<file path="config.mk">
export PLATFORM = sky130hd
export DESIGN_NAME = if_prefetch_queue
export DESIGN_NICKNAME = d
export VERILOG_FILES = /design/src/rtl/if_prefetch_queue.sv
export SDC_FILE = /design/constraint.sdc
export NUM_CORES = 1
export LEC_CHECK = 0
export CORE_MARGIN = 1
export CORE_UTILIZATION = 30
export DETAILED_ROUTE_END_ITERATION = 6
export PLACE_DENSITY = 0.52
export SKIP_CTS_REPAIR_TIMING = 1
export SYNTH_ARGS = -nofsm -noshare
export SYNTH_HDL_FRONTEND = slang
export SYNTH_SLANG_ARGS = --single-unit
</file>
<file path="constraint.sdc">
create_clock -name clk -period 4.7 [get_ports clk]
set_clock_uncertainty 0.1 [all_clocks]
set_input_delay 0.94 -clock clk [delete_from_list [all_inputs] [get_ports clk]]
set_output_delay 0.94 -clock clk [all_outputs]
set_load 0.02 [all_outputs]
</file>
<file path="src/rtl/if_prefetch_queue.sv">
// if_prefetch_queue: sequential instruction prefetch into a DEPTH-entry queue, with stall hold and redirect flush.
// Requests are credit-limited so buffered + outstanding never exceeds DEPTH.
module if_prefetch_queue #(
    parameter int          DEPTH    = 4,
    parameter logic [15:0] RESET_PC = 16'h0000
) (
    input  logic        clk,
    input  logic        rst,
    input  logic        redirect,
    input  logic [15:0] redirect_pc,
    input  logic        stall,
    output logic        imem_req,
    output logic [15:0] imem_addr,
    input  logic        imem_ready,
    input  logic        imem_rvalid,
    input  logic [15:0] imem_rdata,
    output logic        inst_valid,
    output logic [15:0] inst,
    output logic [15:0] inst_pc_added
);
    localparam int AW = $clog2(DEPTH);
    localparam int CW = $clog2(DEPTH + 1);
    localparam logic [CW:0] FULL = (CW + 1)'(DEPTH);

    logic [15:0]   fetch_pc;
    logic [CW-1:0] count, outstanding, drop;
    logic [AW-1:0] rd_ptr, wr_ptr, tag_rd, tag_wr;
    logic [15:0]   word_q [DEPTH];
    logic [15:0]   pc_q   [DEPTH];
    logic [15:0]   tag_q  [DEPTH];
    logic          accept, resp, push, pop;

    assign imem_req      = rst & ~redirect & (({1'b0, count} + {1'b0, outstanding}) < FULL);
    assign imem_addr     = fetch_pc;
    assign accept        = imem_req & imem_ready;
    assign resp          = imem_rvalid & (outstanding != '0);
    assign push          = resp & ~redirect & (drop == '0);
    assign inst_valid    = count != '0;
    assign pop           = inst_valid & ~stall & ~redirect;
    assign inst          = inst_valid ? word_q[rd_ptr] : 16'h0000;
    assign inst_pc_added = inst_valid ? pc_q[rd_ptr] : 16'h0000;

    always_ff @(posedge clk or negedge rst) begin
        if (!rst) begin
            fetch_pc    <= RESET_PC;
            count       <= '0;
            outstanding <= '0;
            drop        <= '0;
            rd_ptr      <= '0;
            wr_ptr      <= '0;
            tag_rd      <= '0;
            tag_wr      <= '0;
        end else begin
            outstanding <= outstanding + CW'(accept) - CW'(resp);
            if (accept) begin
                fetch_pc <= fetch_pc + 16'd1;
                tag_wr   <= tag_wr + 1'b1;
            end
            if (resp) tag_rd <= tag_rd + 1'b1;
            // Every request still in flight at a redirect belongs to the old stream.
            if (redirect) begin
                fetch_pc <= redirect_pc;
                count    <= '0;
                rd_ptr   <= '0;
                wr_ptr   <= '0;
                drop     <= outstanding - CW'(resp);
            end else begin
                count <= count + CW'(push) - CW'(pop);
                if (push) wr_ptr <= wr_ptr + 1'b1;
                if (pop) rd_ptr <= rd_ptr + 1'b1;
                if (resp && drop != '0) drop <= drop - 1'b1;
            end
        end
    end

    always_ff @(posedge clk) begin
        if (accept) tag_q[tag_wr] <= fetch_pc + 16'd1;
        if (push) begin
            word_q[wr_ptr] <= imem_rdata;
            pc_q[wr_ptr]   <= tag_q[tag_rd];
        end
    end
endmodule

</file>
==> run_1/power_grid.png <==
Bar = 50 µm. Pins as bars on the die edge.
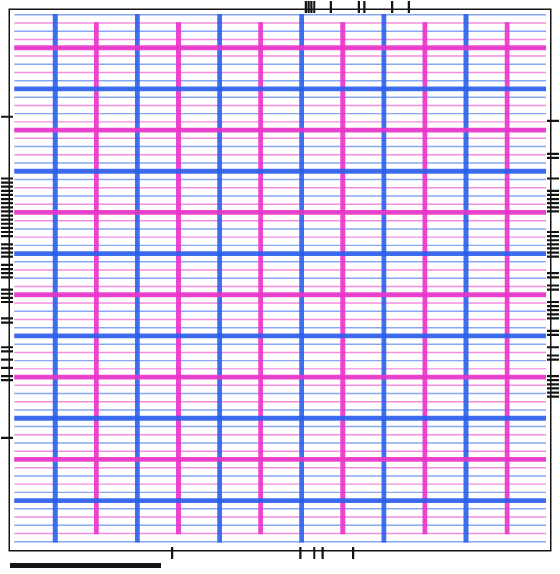
- VDD: magenta
- VSS: blue
- signal pins: 88
- rows: 64
- met1 rails: 65
- met4 straps: 12
Core Area: 30,600 µm²
Die X: 178 µm
Die Ht: 178 µm
Peak VDD IR: 243 µV

==> run_1/placement_by_type.png <==
Bar = 50 µm.
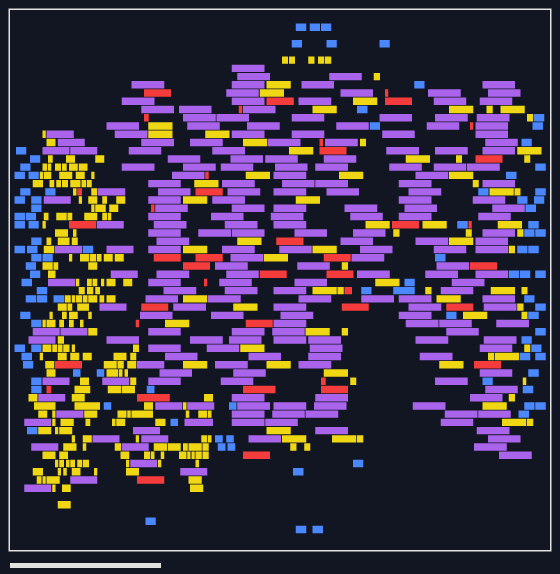
- clock drivers and dummy loads: red (cells 41; share of their area 6.8%)
- combinational and other logic: yellow (cells 263; share of their area 24%)
- sequential cells: purple (cells 225; share of their area 60%)
- remaining buffers and delay cells: blue (cells 98; share of their area 8.9%)
Seq/total area: 0.578
Cell Rows: 64
final core occ: 0.373
design area: 11,400 µm²

==> run_1/clk_routes.png <==
Bar = 50 µm.
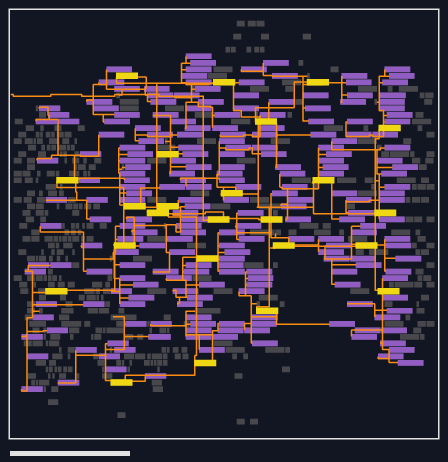
- clock drivers: yellow (count 24)
- clock wires: orange (length 2,690 µm)
- flip-flops: purple (count 225)
- routed clock nets: 25
clk ins delay skew pair: 0.51 ns
clock-net power: 1.79 mW
Clk network pwr share: 0.301

==> run_1/wires.png <==
Only two layers are drawn.
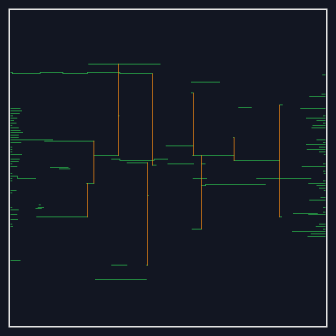
- metal 4: orange (wire length 357 µm)
- metal 3: green (wire length 853 µm)
WL final: 17,800 µm
GRT Util Overall: 0.115
vias: 4,758

[run 1: synth_stat cells (2+ instances only)]
master	n
xnor2_1	20
a221o_1	4
nor2b_1	36
a21oi_1	7
dfrtp_1	33
and2_1	4
mux4_2	48
nor3b_1	2
a31oi_1	3
nand3_1	6
inv_1	17
buf_6	4
xor2_1	7
buf_2	10
mux2i_1	2
nor3_1	2
ha_1	19
o21ai_0	16
clkbuf_1	11
and3_1	9
fa_1	2
nor4_2	2
nand2_1	22
o311ai_1	9
edfxtp_1	192
nor2_1	10
[run 1: path summary, 6_finish.rpt]
check                          startpoint       endpoint  slack (ns)
max reg2reg                outstanding[0]       count[2]        1.97
max                              redirect       imem_req        0.84
max in group asynchronous             rst      rd_ptr[0]        3.30
min                             tag_rd[0]      tag_rd[0]        0.42
min reg2reg                     tag_rd[0]      tag_rd[0]        0.42
min in group asynchronous             rst  imem_addr[13]        0.86
[run 1: logic make-up (layout without fill, tap and decap cells)]
| logic type | count (synthesis) | count (layout) |
|---|---|---|
| compound gates | 45 | 45 |
| simple gates | 102 | 102 |
| mux | 51 | 51 |
| buf+inv | 43 | 156 |
| fa+ha+maj | 21 | 21 |
| flops | 225 | 225 |
| xor+xnor | 27 | 27 |
[run 1: flip-flops by register name (all words and copies together) (netlist names)]
register     count
drop             3
pc_q            64
wr_ptr           2
outstanding      3
rd_ptr           2
word_q          64
imem_addr       16
tag_wr           2
tag_rd           2
count            3
tag_q           64
[run 1: stage by stage]
| stage | cell area, µm² | cells |
|---|---|---|
| global route | 11400 | 1023 |
| finish | 11400 | 1023 |
| CTS | 11400 | 1023 |
| floorplan | 9340 | 514 |
| detailed placement | 10700 | 982 |
| global placement | 10700 | 982 |
[run 1: worst register-to-register path, cell delays in order (launching register included)]
cell and delay [ns]:
dfrtp_1 0.42, o31ai_2 0.36, inv_1 0.15, and3_1 0.24, nor2b_1 0.19, inv_1 0.08
ha_1 0.22, inv_1 0.06, ha_1 0.14, inv_1 0.05, fa_1 0.37, xnor2_1 0.16
nor2_1 0.06
[run 1: power by group through the flow]
stage / combinational (mW) / sequential, mW / clock, mW
2_1_floorplan: 1.07 / 2.56 / 0
3_3_place_gp: 1.58 / 2.63 / 0
3_5_place_dp: 1.61 / 2.64 / 0
4_1_cts: 1.61 / 2.60 / 1.85
5_1_grt: 1.73 / 2.62 / 1.93
6_report: 1.57 / 2.59 / 1.79
[run 1: layer usage]
metal  wire [µm]  vias up  GRT usage
met3         853       26     0.0226
met5           0        -          0
li1            -     2192          -
met4         357        0     0.0254
met1        8360     2415      0.156
met2        8280      125      0.189
[run 1: cells in the final DEF, fill, tap and decap left out, types with 6 or more instances in the layout]
master           count
edfxtp_1           192
clkdlybuf4s50_1     87
mux4_2              48
nor2b_1             36
dfrtp_1             32
clkbuf_16           25
nand2_1             22
xnor2_1             20
ha_1                19
inv_1               17
o21ai_0             16
nor2_1              10
buf_4               10
and3_1               9
o311ai_1             9
xor2_1               7
a21oi_1              7
nand3_1              6
[run 1: final cells by class]
type,instances,share of cell area
clock buffers,30,0.0565
clock inverters,11,0.00899
repair buffers,98,0.0847
flip-flops and latches,225,0.578
multi-input cells,246,0.223
inverters,17,0.00559
well taps,396,0.0434
==> deck_impl_summary.md, run 1 <==
Implementation Results

Worst setup path
  • Worst-path fanout max: 7
  • Cell family with most CP delay: buffers and inverters
  • Critical Path RT: 3.66 ns
  • R2R cell count: 12
  • Slowest cell on crit path: clkdlybuf4s50_1
  • Crit. path cell count: 4
  • Crit Path Class: in2out
  • CP Buf/Inv Count: 2
  • Cells along the critical path: clkdlybuf4s50_1, nor4b_4, and3b_1, clkdlybuf4s50_1
  • CP Data Arrival Time: 2.82 ns
  • Critical Path Sink Type: output pin

Layout
  • Logic area: 2540 µm²
  • Fin nets: 671
  • Layout cell share with drive strength beyond 1: 0.164
  • Fill count: 2,842
  • Sequential Area: 6590 µm²
  • ANT cells: 0

Logic synthesis
  • Distinct cells, synth: 43
  • Yosys simple share: 0.0651
  • Synthesized cell area: 9340 µm²
  • Top cells, area: edfxtp_1 (62%), mux4_2 (12%), dfrtp_1 (8.8%)
  • Area leader share: 0.618
  • Syn Inst Count: 514
  • Yosys stat area: 9340 µm²
  • Post-synth top area cell: edfxtp_1
  • Synth Warn #: 0
  • Top non-seq family: multiplexers
  • Dominant flop cell: edfxtp_1
  • Ys cells: 514
  • Synth Seq Share: 0.706
  • Synthesized Nets: 573
  • Syn avg cell area: 18.2 µm²

STA
  • RSZ-0062 raised after global routing: false
  • Worst slew pin tran: 0.886 ns
  • Fmax: 259 MHz
  • Tmin final: 3.86 ns
  • Minimum hold slack: 0.422 ns
  • Slew HR: 0.409
  • Pins Over Slew Limit: 0
  • Final worst-path cycle share: 0.822
  • Setup TNS: 0 ns
  • # setup viols final: 0
  • Hold Fails Final Rpt: 0

GRT
  • Vias in the first global route: 4,970
  • Initial antenna violation count: 0
  • Largest net degree at the start of global routing: 36
  • Grt ovf: 0

Flow run
  • OpenROAD warnings: 33
  • Max Cap Viol: 0

Power
  • Reg power frac: 0.436
  • Pleak: 3.80 nW
  • Net switching power: 1.68 mW
  • Power, Total: 5.95 mW
  • Switching Share: 0.282

Placed design
  • Final HPWL DP: 11,000 µm
  • Pre-CTS setup slack: 0.856 ns
  • GP Congestion: 0.713
  • Number of port buffers: 87

Routing
  • Wire length per cell: 17.4 µm
  • DR pass1 iterations: 4
  • Post-DRT Antenna Nets: 0
  • Vias per std cell: 4.65
  • Post-route DRC: 0
  • Initial DRC count: 378

Status
  • Outcome: completed

CTS
  • Root buf cell: clkbuf_16
  • H-tree depth: 1
  • CTS buffer count: 24
  • CTS Sinks: 225
  • CTS Buffer Depth: 3
  • CTS tree: done

Die
  • FP Util: 0.305
  • Chip area: 31,800 µm²
==> run 2, diff against run 1 <==
Settings changed: PLACE_DENSITY 0.52 to 0.54.
Clock period 4.7 ns to 3.15 ns, I/O delays scaled along.
==> run_2/placement.png <==
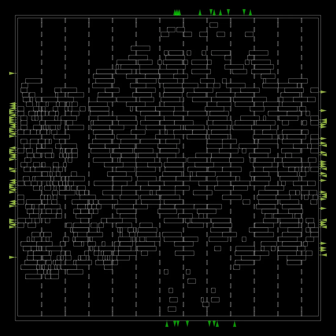
final core occ: 0.380
fin cells: 1,037

==> run_2/clk_routes.png <==
Bar = 50 µm.
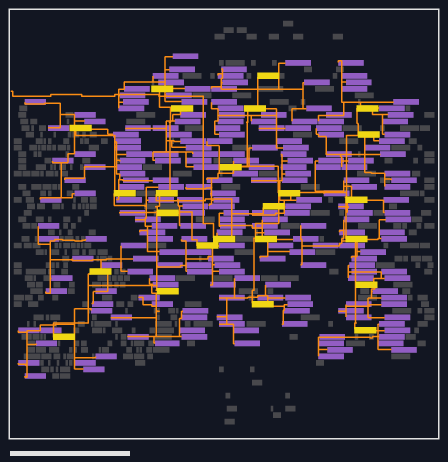
- clock drivers: yellow (count 24)
- clock wires: orange (length 2,530 µm)
- flip-flops: purple (count 225)
- routed clock nets: 25
Clk network pwr share: 0.288
clock-net power: 2.54 mW

==> deck_impl_summary.md, run 2 <==
Implementation Results

Status
  • Outcome: completed

Logic synthesis
  • Area leader share: 0.618
  • Ys cells: 514
  • Yosys simple share: 0.0651
  • Synthesized cell area: 9340 µm²
  • Distinct cells, synth: 43
  • Top non-seq family: multiplexers
  • Synth Seq Share: 0.706
  • Post-synth top area cell: edfxtp_1
  • Synth top cell by count: edfxtp_1
  • Syn avg cell area: 18.2 µm²

CTS
  • Clk ins delay skew pair: 0.51 ns
  • CTS Sinks: 225
  • H-tree depth: 1
  • CTS tree: done
  • CTS Buffer Depth: 3

Routing
  • Vias per std cell: 4.67
  • WL final: 18,000 µm
  • Vias: 4,843
  • DR pass1 iterations: 6
  • Initial DRC count: 328

Power
  • Pleak: 4.41 nW
  • Reg power frac: 0.437
  • Net switching power: 2.50 mW
  • Switching Share: 0.284

STA
  • Worst slew pin tran: 0.816 ns
  • Final worst-path cycle share: 0.918

Worst setup path
  • Critical Path Sink Type: output pin
  • CP Data Arrival Time: 2.16 ns
  • Worst-path fanout max: 35
  • Crit Path Class: reg2out

GRT
  • Grt ovf: 0
  • Vias in the first global route: 5,136
  • GRT Util Overall: 0.118
  • Largest net degree at the start of global routing: 36

Die
  • Die X: 178 µm
  • Chip area: 31,800 µm²
  • Die Ht: 178 µm

Layout
  • Most frequent logic cell in the layout: edfxtp_1
  • Fin nets: 684
  • Top cells excl fill/tap: edfxtp_1 (192), clkdlybuf4s50_1 (54), mux4_2 (48)
  • ANT cells: 0
  • Top flop regs: pc_q x64, tag_q x64, word_q x64

Placed design
  • Pre-CTS setup slack: 0.116 ns
  • GP Congestion: 0.731

Flow run
  • OpenROAD warnings: 33
==> run_2/placement_by_type.png <==
Bar = 50 µm.
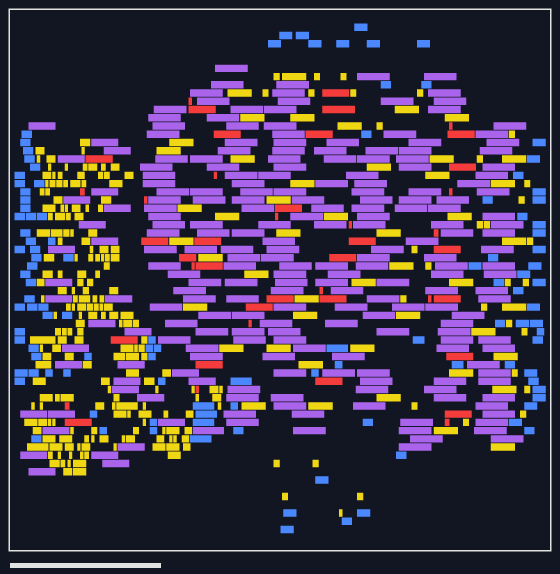
- remaining buffers and delay cells: blue (cells 111; share of their area 11%)
- sequential cells: purple (cells 225; share of their area 59%)
- clock drivers and dummy loads: red (cells 42; share of their area 6.4%)
- combinational and other logic: yellow (cells 263; share of their area 23%)
Seq/total area: 0.567
design area: 11,600 µm²

run 2: cell counts after synthesis:
No cell type changed its count.
run 2: metal layers:
layer  routed length [µm]  GRT usage  vias up
li1                     -          -     2221
met1                 8310      0.161     2464
met2                 8550      0.192      129
met3                  865     0.0228       29
met4                  299     0.0307        0
met5                    0          0        -
run 2: worst max-delay path, cell delays in order, from the launching register on:
cell and delay [ns]:
dfrtp_1 0.45, nor3_2 0.17, buf_4 0.39, inv_1 0.08
clkdlybuf4s50_1 0.55
run 2: path summary, 6_finish.rpt:
check                                to  depth (start not counted)  slack (ns)      startpoint
min reg2reg                   tag_rd[0]                          1        0.40       tag_rd[0]
max reg2reg                    count[2]                         12        0.63  outstanding[0]
min                           tag_rd[0]                          1        0.40       tag_rd[0]
max in group asynchronous     rd_ptr[0]                          2        2.04             rst
min in group asynchronous  imem_addr[7]                          2        0.53             rst
max                          inst_valid                          4        0.26        count[1]
run 2: logic make-up after synthesis:
family,after synthesis
flip-flops,225
AND/OR/NAND/NOR,102
multiplexers,51
AND-OR/OR-AND,45
buffers and inverters,43
XOR/XNOR,27
adder cells (fa/ha/maj),21
run 2: layout make-up:
cell class / count / area (µm²)
timing repair buffer: 111 / 1210
sequential: 225 / 6600
inverter: 17 / 63.8
clock buffer: 34 / 638
tap: 396 / 495
clock inverter: 8 / 73.8
multi-input combinational: 246 / 2550
fill: 2837 / 19000
run 2: power by group through the flow:
stage                     sequential, mW  combinational, mW  clock, mW
after floorplan                     3.82               1.60          0
after global placement              3.90               2.43          0
after detailed placement            3.91               2.50          0
after CTS                           3.86               2.51       2.62
after global routing                3.88               2.68       2.75
final                               3.85               2.42       2.54
run 2: through the flow:
stage,cell area [µm²],utilization,TNS [ns]
after global placement,10800,0.353,0
after global routing,11600,0.380,0
final,11600,0.380,0
after detailed placement,10800,0.353,0
after floorplan,9340,-,0
after CTS,11500,0.377,-5.46
Power figures rest on the tool's default switching activity, not on a simulated workload.
